**src/rtl/uart_bus_sequencer.sv**
```systemverilog
// uart_bus_sequencer: autonomous register-port master for the UART peripheral with TX/RX byte FIFOs
// Ports: clk_i/rst_i clock and sync active-high reset; tx_data_i/tx_valid_i/tx_ready_o byte stream in;
//   rx_data_o/rx_valid_o/rx_ready_i byte stream out; uart_wr_o/uart_reg_sel_o/uart_addr_o/uart_data_o/
//   uart_data_i peripheral register port; tx_level_o TX occupancy; rx_overflow_o sticky RX drop flag;
//   busy_o TX bytes pending or last polled send bit set.
// Build option: define UART_SEQ_RX_EN to include the RX path (RX FIFO, RX_RD, RX_ACK).
module uart_bus_sequencer #(
  parameter int TX_DEPTH = 8,
  parameter int RX_DEPTH = 8
) (
  input  logic                      clk_i,
  input  logic                      rst_i,
  input  logic [7:0]                tx_data_i,
  input  logic                      tx_valid_i,
  output logic                      tx_ready_o,
  output logic [7:0]                rx_data_o,
  output logic                      rx_valid_o,
  input  logic                      rx_ready_i,
  output logic                      uart_wr_o,
  output logic                      uart_reg_sel_o,
  output logic                      uart_addr_o,
  output logic [31:0]               uart_data_o,
  input  logic [31:0]               uart_data_i,
  output logic [$clog2(TX_DEPTH):0] tx_level_o,
  output logic                      rx_overflow_o,
  output logic                      busy_o
);
  localparam int TW = $clog2(TX_DEPTH);
`ifdef UART_SEQ_RX_EN
  typedef enum logic [2:0] {IDLE, POLL, TX_LD, TX_GO, RX_RD, RX_ACK} state_e;
`else
  typedef enum logic [1:0] {IDLE, POLL, TX_LD, TX_GO} state_e;
`endif
  state_e state_q, state_d;
  logic [1:0] ctrl_q;
  logic poll_ok_q, tx_avail_q, in_rd, in_ack;
  logic [7:0] tx_mem_q [TX_DEPTH];
  logic [TW-1:0] tx_wr_q, tx_rd_q;
  logic [TW:0] tx_cnt_q;
  logic tx_push, tx_pop;
  assign tx_ready_o = tx_cnt_q != (TW+1)'(TX_DEPTH);
  assign tx_push = tx_valid_i && tx_ready_o;
  assign tx_pop = state_q == TX_LD;
  assign tx_level_o = tx_cnt_q;
  assign busy_o = tx_cnt_q != '0 || ctrl_q[0];
  always_ff @(posedge clk_i)
    if (tx_push) tx_mem_q[tx_wr_q] <= tx_data_i;
  always_ff @(posedge clk_i)
    if (rst_i) begin
      tx_wr_q <= '0;
      tx_rd_q <= '0;
      tx_cnt_q <= '0;
    end else begin
      tx_wr_q <= tx_wr_q + TW'(tx_push);
      tx_rd_q <= tx_rd_q + TW'(tx_pop);
      tx_cnt_q <= tx_cnt_q + (TW+1)'(tx_push) - (TW+1)'(tx_pop);
    end
  // The POLL decision works from a registered snapshot of the control bits and TX occupancy,
  // keeping the peripheral's combinational read path out of the next-state logic. The snapshot
  // is only trusted once it was taken in a POLL cycle (poll_ok_q), so stale send bits from
  // before a write are never acted upon.
  always_ff @(posedge clk_i)
    if (rst_i) begin
      state_q <= IDLE;
      ctrl_q <= '0;
      poll_ok_q <= 1'b0;
      tx_avail_q <= 1'b0;
    end else begin
      state_q <= state_d;
      poll_ok_q <= state_q == POLL;
      tx_avail_q <= tx_cnt_q != '0;
      if (state_q == POLL) ctrl_q <= uart_data_i[1:0];
    end
  always_comb begin
    state_d = state_q;
    case (state_q)
      IDLE:   state_d = POLL;
      POLL: begin
        state_d = (poll_ok_q && !ctrl_q[0] && tx_avail_q) ? TX_LD : POLL;
`ifdef UART_SEQ_RX_EN
        if (poll_ok_q && ctrl_q[1]) state_d = RX_RD;
`endif
      end
      TX_LD:  state_d = TX_GO;
      TX_GO:  state_d = POLL;
`ifdef UART_SEQ_RX_EN
      RX_RD:  state_d = RX_ACK;
      RX_ACK: state_d = POLL;
`endif
      default: state_d = IDLE;
    endcase
  end
  assign uart_wr_o = state_q == TX_LD || state_q == TX_GO || in_ack;
  assign uart_reg_sel_o = state_q == TX_LD || in_rd;
  assign uart_addr_o = in_rd;
  // RX_ACK rewrites the snapshot send bit so an in-flight frame is not cancelled
  assign uart_data_o = state_q == TX_LD ? {24'h0, tx_mem_q[tx_rd_q]} :
                       state_q == TX_GO ? 32'h1 :
                       in_ack ? {31'h0, ctrl_q[0]} : 32'h0;
`ifdef UART_SEQ_RX_EN
  localparam int RW = $clog2(RX_DEPTH);
  logic [7:0] rx_mem_q [RX_DEPTH];
  logic [RW-1:0] rx_wr_q, rx_rd_q;
  logic [RW:0] rx_cnt_q;
  logic rx_full, rx_push, rx_pop, ovf_q;
  logic unused_hi;
  assign in_rd = state_q == RX_RD;
  assign in_ack = state_q == RX_ACK;
  assign rx_full = rx_cnt_q == (RW+1)'(RX_DEPTH);
  assign rx_push = in_rd && !rx_full;
  assign rx_pop = rx_valid_o && rx_ready_i;
  assign rx_valid_o = rx_cnt_q != '0;
  assign rx_data_o = rx_valid_o ? rx_mem_q[rx_rd_q] : 8'h0;
  assign rx_overflow_o = ovf_q;
  assign unused_hi = ^uart_data_i[31:8];
  always_ff @(posedge clk_i)
    if (rx_push) rx_mem_q[rx_wr_q] <= uart_data_i[7:0];
  always_ff @(posedge clk_i)
    if (rst_i) begin
      rx_wr_q <= '0;
      rx_rd_q <= '0;
      rx_cnt_q <= '0;
      ovf_q <= 1'b0;
    end else begin
      rx_wr_q <= rx_wr_q + RW'(rx_push);
      rx_rd_q <= rx_rd_q + RW'(rx_pop);
      rx_cnt_q <= rx_cnt_q + (RW+1)'(rx_push) - (RW+1)'(rx_pop);
      ovf_q <= ovf_q || (in_rd && rx_full);
    end
`else
  logic unused_rx;
  assign in_rd = 1'b0;
  assign in_ack = 1'b0;
  assign rx_valid_o = 1'b0;
  assign rx_data_o = 8'h0;
  assign rx_overflow_o = 1'b0;
  assign unused_rx = ^{rx_ready_i, ctrl_q[1], uart_data_i[31:2], RX_DEPTH != 0};
`endif
endmodule

```
**config.mk**
```make
export PLATFORM = sky130hd
export DESIGN_NAME = uart_bus_sequencer
export DESIGN_NICKNAME = d
export VERILOG_FILES = /design/src/rtl/uart_bus_sequencer.sv
export SDC_FILE = /design/constraint.sdc
export NUM_CORES = 1
export LEC_CHECK = 0
export CORE_AREA = 2 2 111 113
export CTS_CLUSTER_DIAMETER = 50
export DETAILED_ROUTE_END_ITERATION = 10
export DIE_AREA = 0 0 113 115
export PLACE_DENSITY = 0.62
export SYNTH_ARGS = -nofsm -noshare
export SYNTH_HDL_FRONTEND = slang
export SYNTH_SLANG_ARGS = --single-unit
```
**constraint.sdc**
```tcl
create_clock -name clk_i -period 2.8 [get_ports clk_i]
set_clock_uncertainty 0.15 [all_clocks]
set_input_delay 0.42 -clock clk_i [delete_from_list [all_inputs] [get_ports clk_i]]
set_output_delay 0.42 -clock clk_i [all_outputs]
set_load 0.02 [all_outputs]
```
**Port wiring**

Scale: 4 px per um.
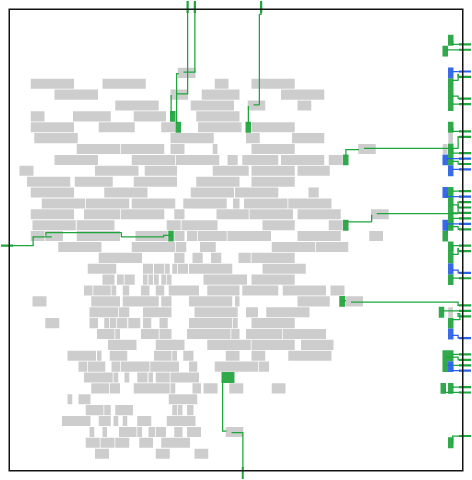
uart_data_o -> green  # bits 32, direction output, edge 27 east, 3 north, 1 south, 1 west, end cells 32, buffers 8, wire 335 um
rx_data_o -> blue  # bits 8, direction output, edge east, end cells 8, buffers 0, wire 24.8 um

==> flow_summary.yaml <==
# physical design summary
run_status:
  status: "complete, but fails checks"
  violations: "DRC"
clock_tree:
  cts_buffer_depth: 2
  numCtsBuffers: 9
  ctsHtreeMaxLevel: 3
  clk_latency_ps: 330
  cts_tree: "built"
  clockRootBuffer: "clkbuf_16"
  path_clk_slew_ps: 60
  cts.sinks: 79
  cts_setup_buffers: 0
routing:
  wl_per_cell_um: 14.09
  avgViaCountPerCell: 4.232
  drt_iter0_markers: 71
  ant_nets: 0
  routed-via-count: 1773
  wl_met1_mm: 2.472
  drc_errors: 11
  wl_met2_mm: 3.075
  first_pass_iters: 7
  wl_mm: 5.904
  met3_length_um: 279
  top_layer_used: "met4"
placed_design:
  dp_hpwl_mm: 4.132
  io_buffers: 27
  place_worst_setup_slack_ps: 264.5
  gp_congestion: 0.6651
  dp.cells: 403
global_route:
  grt_max_degree: 16
  first_global_vias: 1793
  grt_pass1_wl_mm: 9.156
  antenna_found_initial: 0
  track_usage: 0.09661
  grt_overflow: 0
final_timing:
  hold_viol: 0
  drv_slew: 0
  finalCriticalPeriod_ps: 2413
  fin_ws_ps: 386.7
  finalClockPeriodUsage: 0.8619
  rsz0062_at_grt: "false"
  max_clock_freq_ghz: 0.4144
  setup_viol: 0
  tns_ps: 0
  worstMarginPinSlew_ps: 547.0
  slew_headroom: 0.6342
synthesis:
  synth_top_cell_by_count: "edfxtp_1"
  yosysWarnings: 0
  ys.flop_type: "edfxtp_1"
  yosysUniqueCellTypes: 27
  top_cells_by_count: "edfxtp_1, buf_4, nor2_1"
  async_reset_ff_frac: 0
  ys_seq_elements: 79
  synth-edff-count: 64
  yosysCellCount: 220
  ys_seq_frac: 0.6439
  synth_cells: 220
  synth_chip_area_mm2: 0.003451
  synth_top_area_share: 0.5569
  syn_area_per_cell_um2: 15.69
  synthTopCellsByArea: "edfxtp_1, dfxtp_1, buf_4"
  synthesis.area_mm2: 0.003451
  yosys.area.top_type: "edfxtp_1"
setup_path:
  critPathLaunchType: "register"
  crit_required_ps: 2230
  cp_max_fo: 8
  path_buffers: 2
  r2r-start: "tx_level_o[2]$_SDFF_PP0_"
  path_delay_family: "multiplexers"
  max_stage_delay_ps: 570
  crit_chain: "buf_12, mux4_1, mux2i_1, nor2_1, dlymetal6s2s_1"
  reg2reg_to: "tx_level_o[2]$_SDFF_PP0_"
  cp-end-kind: "output pin"
  crit_type: "register to output pin"
  slowest_stage: "mux4_1"
  reg2reg_depth: 10
  worstPathArrival_ps: 1840
  r2r_setup_slack_ps: 630
floorplan:
  die_w_um: 113
  core_mm2: 0.01181
  num_rows: 40
  ios: 95
  fp_util: 0.2922
  die_h_um: 115
  die-area_mm2: 0.01300
job:
  maxCapViolCount: 0
  warning_count: 59
pwr:
  pwr-share-clk: 0.382
  power.density_mw_per_mm2: 707.2
  total_power_w: 0.002962
  switchingPower_w: 0.0007204
  combPwrFrac: 0.148
  seq_power_share: 0.469
  swShare: 0.2432
  worst_ir_drop_vdd_uv: 540.2
  p_leak_nw: 1.636
  p_int_w: 0.002242
finish:
  fin_nets: 322
  drive_gt1_frac: 0.1691
  n_antenna_cell: 0
  final_util: 0.3547
  area_growth_syn_to_layout_pct: 21.39
hold_path:
  hold_end: "state_q[0]$_SDFF_PP0_"
  holdPathStages: 3
  hold_start: "tx_avail_q$_SDFF_PP0_"
  hold_class: "register to register"
**Gate-type map**

Scale: 3 px per um.
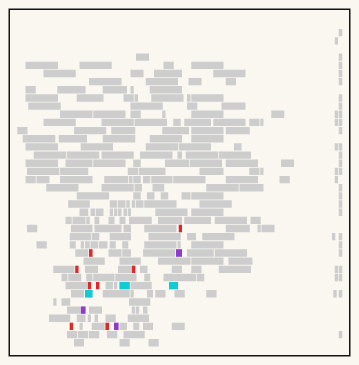
aoi and oai cells -> purple  # cells 3
inv cells -> red  # cells 8, where south-west
non-inverting ao/oa cells -> cyan  # cells 3
Top cell excl fill/tap: edfxtp_1
logic share of the area: 0.2416
Finished Layout Cells: 419

[power by group through the flow]
stage | logic [W] | clock network [W] | registers (W)
detailed placement | 0.000444 | 0 | 0.00142
floorplan | 0.000306 | 0 | 0.00143
finish | 0.000440 | 0.00113 | 0.00139
CTS | 0.000446 | 0.00116 | 0.00139
global placement | 0.000436 | 0 | 0.00141
global route | 0.000485 | 0.00121 | 0.00140
[worst reg2reg max path: stages (launching register included)]
cell	delay, ps
dfxtp_1	320
inv_1	80
ha_1	200
nand2_1	130
nand2_1	100
ha_1	270
inv_1	40
ha_1	190
fa_1	380
xnor2_1	150
nor2_1	50
[layout make-up]
| type | instances | area [um^2] |
|---|---|---|
| fill | 1130 | 7622 |
| inverter | 8 | 30.03 |
| multi-input combinational | 124 | 1012 |
| sequential | 79 | 2223 |
| timing repair buffer | 45 | 441.7 |
| tap | 147 | 183.9 |
| clock inverter | 7 | 72.57 |
| clock buffer | 9 | 225.2 |
[repair_timing]
action                                  CTS  global route
pin swaps                                 0             0
resized                                   2             8
endpoints found under the setup margin    8             8
hold buffers                              0             0
[cells by family (layout without fill, tap and decap cells)]
family / Yosys count / in the layout / synth area share
AND-OR/OR-AND: 6 / 6 / 0.01233
XOR/XNOR: 4 / 4 / 0.01015
adder cells (fa/ha/maj): 11 / 11 / 0.04206
buffers and inverters: 51 / 69 / 0.09971
flip-flops: 79 / 79 / 0.6439
multiplexers: 25 / 25 / 0.1313
other: 1 / 35 / 0.001087
AND/OR/NAND/NOR: 43 / 43 / 0.05946
[worst max-delay path by stage]
stage / depth (start not counted) / to / startpoint
2_1_floorplan: 10 / tx_level_o[2]$_SDFF_PP0_ / tx_level_o[2]$_SDFF_PP0_
3_3_place_gp: 5 / uart_data_o[6] / tx_rd_q[0]$_SDFF_PP0_
5_1_grt: 5 / uart_data_o[1] / tx_rd_q[0]$_SDFF_PP0_
3_5_place_dp: 5 / uart_data_o[6] / tx_rd_q[0]$_SDFF_PP0_
6_report: 5 / uart_data_o[1] / tx_rd_q[0]$_SDFF_PP0_
4_1_cts: 5 / uart_data_o[1] / tx_rd_q[0]$_SDFF_PP0_
[cells in the final DEF, fill, tap and decap left out, types with 3 or more instances in the layout]
cell	count
nand2_1	4
buf_4	16
mux4_1	4
xnor2_1	4
dfxtp_1	14
dlymetal6s2s_1	8
clkbuf_16	9
nand2b_1	3
conb_1	35
mux2i_1	10
ha_1	10
nor2_1	21
nor2b_1	8
inv_1	8
edfxtp_1	64
clkdlybuf4s50_1	19
mux4_2	11
[layer usage]
metal / up-vias / GRT usage
li1: 829 / -
met1: 870 / 0.1092
met2: 66 / 0.1681
met3: 8 / 0.03216
met4: 0 / 0.04146
met5: - / 0
[flip-flops by register name, indices dropped and copies added, names as in the netlist]
| register | cells |
|---|---|
| tx_rd_q | 3 |
| poll_ok_q | 1 |
| ctrl_q | 1 |
| tx_level_o | 4 |
| tx_wr_q | 3 |
| tx_mem_q | 64 |
| state_q | 2 |
| tx_avail_q | 1 |
[stage by stage]
step	hold slack, ps	instance area [um^2]
after CTS	363.1	4169
after floorplan	311.9	3578
after global placement	336.6	3866
final	358.3	4189
after detailed placement	345.9	3866
after global routing	406.7	4189
No activity file was given, so power comes from the tool's default toggle rates.
